==> images/m1.png <==
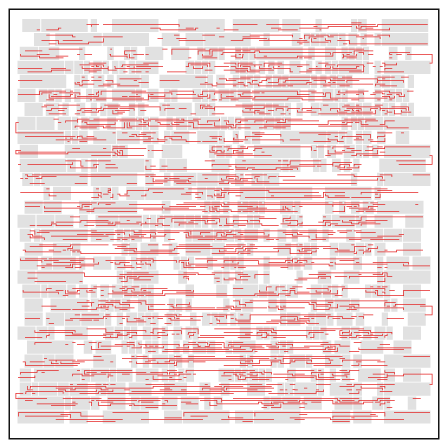
==> images/m2.png <==
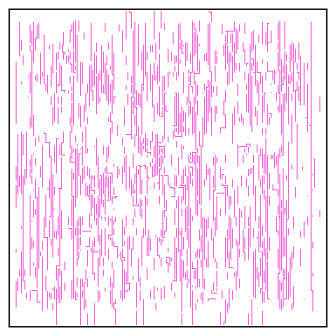
==> images/m3.png <==
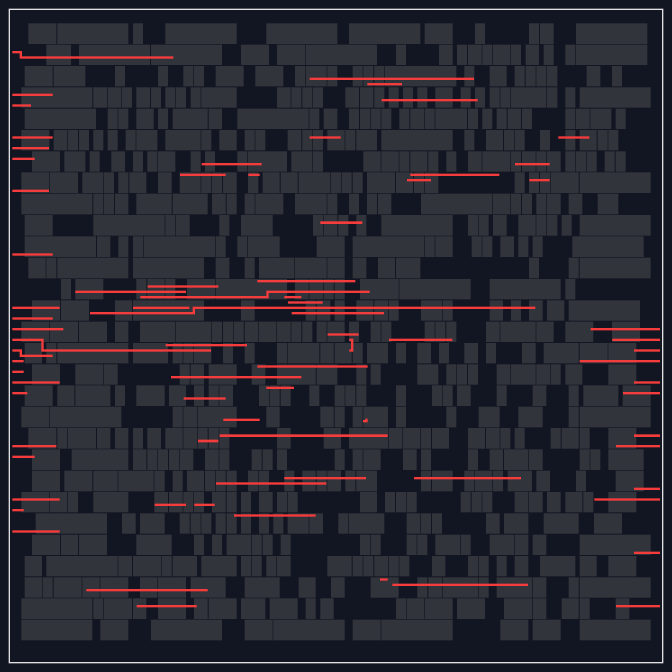
**config.mk**
```make
export PLATFORM = sky130hd
export DESIGN_NAME = pss_tracker
export DESIGN_NICKNAME = d
export VERILOG_FILES = /design/src/rtl/pss_tracker_pkg.sv /design/src/rtl/pss_tracker_sat_accumulator.sv /design/src/rtl/pss_tracker.sv
export SDC_FILE = /design/constraint.sdc
export NUM_CORES = 1
export LEC_CHECK = 0
export ABC_AREA = 1
export ABC_CLOCK_PERIOD_IN_PS = 5200
export CAP_MARGIN = 10
export CORE_UTILIZATION = 61
export CTS_CLUSTER_SIZE = 10
export DETAILED_ROUTE_END_ITERATION = 6
export PLACE_DENSITY = 0.83
export SYNTH_ARGS = -nofsm -noshare
export SYNTH_HDL_FRONTEND = slang
export SYNTH_SLANG_ARGS = --single-unit
```
**constraint.sdc**
```tcl
create_clock -name clk_i -period 5.2 [get_ports clk_i]
set_clock_uncertainty 0.2 [all_clocks]
set_input_delay 0.52 -clock clk_i [delete_from_list [all_inputs] [get_ports clk_i]]
set_output_delay 0.52 -clock clk_i [all_outputs]
set_load 0.02 [all_outputs]
```
**src/rtl/pss_tracker_pkg.sv**
```systemverilog
// Shared PSS search/track definitions, used by the tracker and the PSS detector.
package pss_tracker_pkg;

  localparam int SSB_INTERVAL_DEFAULT = 38400;

  localparam logic [1:0] MODE_SEARCH = 2'd0;
  localparam logic [1:0] MODE_FIND   = 2'd1;
  localparam logic [1:0] MODE_PAUSE  = 2'd2;

  function automatic logic is_tracking(input logic [1:0] mode);
    return (mode == MODE_FIND) || (mode == MODE_PAUSE);
  endfunction

endpackage

```
**src/rtl/pss_tracker_sat_accumulator.sv**
```systemverilog
// Signed accumulator that clips to the representable range instead of wrapping.
module sat_accumulator #(
  parameter int W = 20
) (
  input  logic                clk_i,
  input  logic                reset_ni,
  input  logic                clear_i,
  input  logic                add_valid_i,
  input  logic signed [W-1:0] add_i,
  output logic signed [W-1:0] acc_o
);

  localparam logic signed [W-1:0] MAX_V = {1'b0, {(W-1){1'b1}}};
  localparam logic signed [W-1:0] MIN_V = {1'b1, {(W-1){1'b0}}};

  function automatic logic signed [W-1:0] sat_add(input logic signed [W-1:0] a,
                                                  input logic signed [W-1:0] b);
    logic [W:0] sum_s;
    sum_s = {a[W-1], a} + {b[W-1], b};
    if (sum_s[W] != sum_s[W-1]) begin
      sat_add = sum_s[W] ? MIN_V : MAX_V;
    end else begin
      sat_add = sum_s[W-1:0];
    end
  endfunction

  logic signed [W-1:0] acc_r;

  // Accumulator register; a clear wins over a same-cycle add.
  always_ff @(posedge clk_i or negedge reset_ni) begin
    if (!reset_ni) begin
      acc_r <= {W{1'b0}};
    end else if (clear_i) begin
      acc_r <= {W{1'b0}};
    end else if (add_valid_i) begin
      acc_r <= sat_add(acc_r, add_i);
    end else begin
      acc_r <= acc_r;
    end
  end

  assign acc_o = acc_r;

endmodule

```
**src/rtl/pss_tracker.sv**
```systemverilog
// Tracks the periodic PSS burst: acquires on a detection, then gates the detector
// into a window around each expected burst and declares lock after repeated hits.
module pss_tracker
  import pss_tracker_pkg::*;
#(
  parameter int SSB_INTERVAL    = SSB_INTERVAL_DEFAULT,
  parameter int TRACK_TOLERANCE = 100,
  parameter int LOCK_HITS       = 2,
  parameter int MAX_MISSES      = 3,
  parameter int DDS_DW          = 20
) (
  input  logic                     clk_i,
  input  logic                     reset_ni,
  input  logic                     s_axis_in_tvalid,
  input  logic [1:0]               N_id_2_i,
  input  logic                     N_id_2_valid_i,
  input  logic signed [DDS_DW-1:0] CFO_DDS_inc_i,
  input  logic                     CFO_valid_i,
  output logic [1:0]               mode_o,
  output logic [1:0]               requested_N_id_2_o,
  output logic                     locked_o,
  output logic                     SSB_start_o,
  output logic signed [DDS_DW-1:0] CFO_DDS_inc_o
);

  localparam int CNT_W  = $clog2(SSB_INTERVAL + TRACK_TOLERANCE + 1);
  localparam int HIT_W  = $clog2(LOCK_HITS + 1);
  localparam int MISS_W = $clog2(MAX_MISSES + 1);

  localparam logic [CNT_W-1:0]  CNT_ZERO   = {CNT_W{1'b0}};
  localparam logic [CNT_W-1:0]  CNT_ONE    = CNT_W'(1);
  localparam logic [CNT_W-1:0]  FIND_START = CNT_W'(SSB_INTERVAL - TRACK_TOLERANCE);
  localparam logic [CNT_W-1:0]  WIN_END    = CNT_W'(SSB_INTERVAL + TRACK_TOLERANCE);
  localparam logic [CNT_W-1:0]  CNT_REARM  = CNT_W'(TRACK_TOLERANCE);
  localparam logic [HIT_W-1:0]  HITS_ZERO  = {HIT_W{1'b0}};
  localparam logic [HIT_W-1:0]  HITS_ONE   = HIT_W'(1);
  localparam logic [HIT_W-1:0]  HITS_SAT   = HIT_W'(LOCK_HITS);
  localparam logic [MISS_W-1:0] MISS_ZERO  = {MISS_W{1'b0}};
  localparam logic [MISS_W-1:0] MISS_ONE   = MISS_W'(1);
  localparam logic [MISS_W-1:0] MISS_LIMIT = MISS_W'(MAX_MISSES);

  logic [1:0]        state_r;
  logic [1:0]        state_nxt_s;
  logic [CNT_W-1:0]  cnt_r;
  logic [CNT_W-1:0]  cnt_nxt_s;
  logic [CNT_W-1:0]  cnt_inc_s;
  logic [HIT_W-1:0]  hits_r;
  logic [HIT_W-1:0]  hits_nxt_s;
  logic [MISS_W-1:0] miss_r;
  logic [MISS_W-1:0] miss_nxt_s;
  logic [MISS_W-1:0] miss_inc_s;
  logic [1:0]        req_id_r;
  logic [1:0]        req_id_nxt_s;
  logic              accept_s;
  logic              search_entry_s;
  logic              id_match_s;
  logic              win_end_s;
  logic              locked_r;
  logic              ssb_start_r;

  // Sample counting only advances on qualified samples, so timing follows the sample rate.
  assign cnt_inc_s  = s_axis_in_tvalid ? (cnt_r + CNT_ONE) : cnt_r;
  assign miss_inc_s = miss_r + MISS_ONE;
  assign id_match_s = N_id_2_valid_i && (N_id_2_i == req_id_r);
  assign win_end_s  = s_axis_in_tvalid && (cnt_inc_s == WIN_END);

  // Next-state logic for the search / pause / find tracker.
  always_comb begin
    state_nxt_s    = state_r;
    cnt_nxt_s      = cnt_r;
    hits_nxt_s     = hits_r;
    miss_nxt_s     = miss_r;
    req_id_nxt_s   = req_id_r;
    accept_s       = 1'b0;
    search_entry_s = 1'b0;
    case (state_r)
      MODE_SEARCH: begin
        if (N_id_2_valid_i) begin
          req_id_nxt_s = N_id_2_i;
          cnt_nxt_s    = CNT_ZERO;
          hits_nxt_s   = HITS_ONE;
          miss_nxt_s   = MISS_ZERO;
          accept_s     = 1'b1;
          state_nxt_s  = MODE_PAUSE;
        end else begin
          cnt_nxt_s    = CNT_ZERO;
          state_nxt_s  = MODE_SEARCH;
        end
      end
      MODE_PAUSE: begin
        cnt_nxt_s = cnt_inc_s;
        if (s_axis_in_tvalid && (cnt_inc_s == FIND_START)) begin
          state_nxt_s = MODE_FIND;
        end else begin
          state_nxt_s = MODE_PAUSE;
        end
      end
      MODE_FIND: begin
        // A hit on the window-end sample still counts as a hit.
        if (id_match_s) begin
          cnt_nxt_s   = CNT_ZERO;
          miss_nxt_s  = MISS_ZERO;
          hits_nxt_s  = (hits_r == HITS_SAT) ? hits_r : (hits_r + HITS_ONE);
          accept_s    = 1'b1;
          state_nxt_s = MODE_PAUSE;
        end else if (win_end_s) begin
          hits_nxt_s = HITS_ZERO;
          if (miss_inc_s == MISS_LIMIT) begin
            cnt_nxt_s      = CNT_ZERO;
            miss_nxt_s     = MISS_ZERO;
            search_entry_s = 1'b1;
            state_nxt_s    = MODE_SEARCH;
          end else begin
            // Rearm at the tolerance offset so the next window stays on the nominal grid.
            cnt_nxt_s   = CNT_REARM;
            miss_nxt_s  = miss_inc_s;
            state_nxt_s = MODE_PAUSE;
          end
        end else begin
          cnt_nxt_s   = cnt_inc_s;
          state_nxt_s = MODE_FIND;
        end
      end
      default: begin
        cnt_nxt_s      = CNT_ZERO;
        hits_nxt_s     = HITS_ZERO;
        miss_nxt_s     = MISS_ZERO;
        search_entry_s = 1'b1;
        state_nxt_s    = MODE_SEARCH;
      end
    endcase
  end

  // Tracker state, counters and the detection pulse.
  always_ff @(posedge clk_i or negedge reset_ni) begin
    if (!reset_ni) begin
      state_r     <= MODE_SEARCH;
      cnt_r       <= CNT_ZERO;
      hits_r      <= HITS_ZERO;
      miss_r      <= MISS_ZERO;
      req_id_r    <= 2'd0;
      ssb_start_r <= 1'b0;
    end else begin
      state_r     <= state_nxt_s;
      cnt_r       <= cnt_nxt_s;
      hits_r      <= hits_nxt_s;
      miss_r      <= miss_nxt_s;
      req_id_r    <= req_id_nxt_s;
      ssb_start_r <= accept_s;
    end
  end

  // Lock is sticky while tracking and drops only on a return to search.
  always_ff @(posedge clk_i or negedge reset_ni) begin
    if (!reset_ni) begin
      locked_r <= 1'b0;
    end else if (search_entry_s) begin
      locked_r <= 1'b0;
    end else if (is_tracking(state_r) && (hits_r == HITS_SAT)) begin
      locked_r <= 1'b1;
    end else begin
      locked_r <= locked_r;
    end
  end

  sat_accumulator #(
    .W (DDS_DW)
  ) u_cfo_acc (
    .clk_i       (clk_i),
    .reset_ni    (reset_ni),
    .clear_i     (search_entry_s),
    .add_valid_i (CFO_valid_i),
    .add_i       (CFO_DDS_inc_i),
    .acc_o       (CFO_DDS_inc_o)
  );

  assign mode_o             = state_r;
  assign requested_N_id_2_o = req_id_r;
  assign locked_o           = locked_r;
  assign SSB_start_o        = ssb_start_r;

endmodule

```
==> run notes <==
Implementation results are summarized by area below.

Yosys
The number of nets in the synthesized netlist is 643. The most frequently used flop master after synthesis is dfrtp_1. The sequential share of the synthesized area is 0.286. Summing every instance area after synthesis gives between 0.004 and 0.005 sq mm.

Ranked by instance count, the synthesized netlist is headed by nand2_1, inv_1, nor2_1. By area the synthesized netlist is led by dfrtp_1, nand2_1, ha_1. For reference, the post-synthesis area per instance comes to about 6.8 sq um.

Counting flops with a built-in enable in the synthesized netlist gives 0.

Drt
According to the report, the first pass of detailed routing completed in 5 iterations. The post-route report lists met1 wire length as between 5000 and 6000 um.

Setup path
The critical path in this run is classified as primary input to register. STA lists the maximum fanout along the critical path as 20. Tracing the worst setup path back leads to its startpoint at s_axis_in_tvalid.

Per STA, the worst path accumulates the most delay in the family simple AND/OR/NAND/NOR gates. Measured in cells, the most critical reg-to-reg path has a length of 13. Among all stages on the critical path, the largest delay is contributed by nand4_1.

Cells and area
The multi-input combinational cells in the finished layout cover a total of around 0.0025 sq mm. Of the cells placed in the final design, the portion with a size suffix greater than 1 is 0.0739. Per the final report, the share of cell area in non-clock buffers is 0.111.

The fraction of final cell area spent on clock buffers and inverters in this run is 0.0186. The clock buffers instantiated in the layout total 6. The layout has roughly 52 buffers outside the clock class.

Global routing
The met1 track utilization from global routing is 0.461. In the global route stage, met3 resource usage came out at 0.0288. The wire length of the first global-routing pass is between 15000 and 20000 um.

On met2, the global router reports a usage of 0.450. The total overflow reported by the global router is 0.

Run status
The run finished with clean final reports.

Timing
On the final layout, the worst hold slack is 0.186 ns. The worst path meets setup with ~1.8 ns of slack. For this run, the final setup violation count is recorded as 0. The final critical delay including setup and external delays is around 3.4 ns.

Placement
During placement, the flow inserted port buffers numbering between 50 and 60.

Floorplan
The number of placed I/O pins is between 50 and 60. The die span in x is ~83 um. According to the floorplan report, the placeable core area is ~0.0063 sq mm. The die boundary height is around 83 um. The initialized floorplan defines 29 standard-cell rows.

Run
The total number of warnings across the stage logs is 30.

Worst hold path
The type of the tightest min-delay check is primary input to async pin.

Power and ir drop
Of the total power, the share spent switching nets is 0.492.

Clocking
On the reported timing paths, the clock transition at the registers reads 0.09 ns.
## Picture notes: m1.png
share of all routed wire: 51%
main direction: horizontal
wire length on this layer: 5280 um

## Picture notes: m2.png
share of all routed wire: 42%
main direction: vertical
wire length on this layer: 4270 um
nets with wire on the layer: 562

## Picture notes: m3.png
wire length on this layer: 604 um
longest straight run: 43.5 um
main direction: horizontal

power by group through the flow:
stage	combinational, mW	clock, mW	sequential [mW]
final	1.39	0.228	0.532
after global routing	1.55	0.235	0.542
after CTS	1.38	0.231	0.530
after detailed placement	1.37	0	0.537
after global placement	1.35	0	0.532
after floorplan	0.922	0	0.611
stage by stage:
| step | cell area [sq um] | total power, mW | util | instances |
|---|---|---|---|---|
| after floorplan | 4030 | 1.53 | - | 589 |
| after global placement | 4560 | 1.88 | 0.718 | 705 |
| after detailed placement | 4560 | 1.91 | 0.718 | 705 |
| after CTS | 4640 | 2.14 | 0.731 | 713 |
| after global routing | 4640 | 2.33 | 0.731 | 713 |
| final | 4640 | 2.15 | 0.731 | 713 |
No activity file was given, so power comes from the tool's default toggle rates.
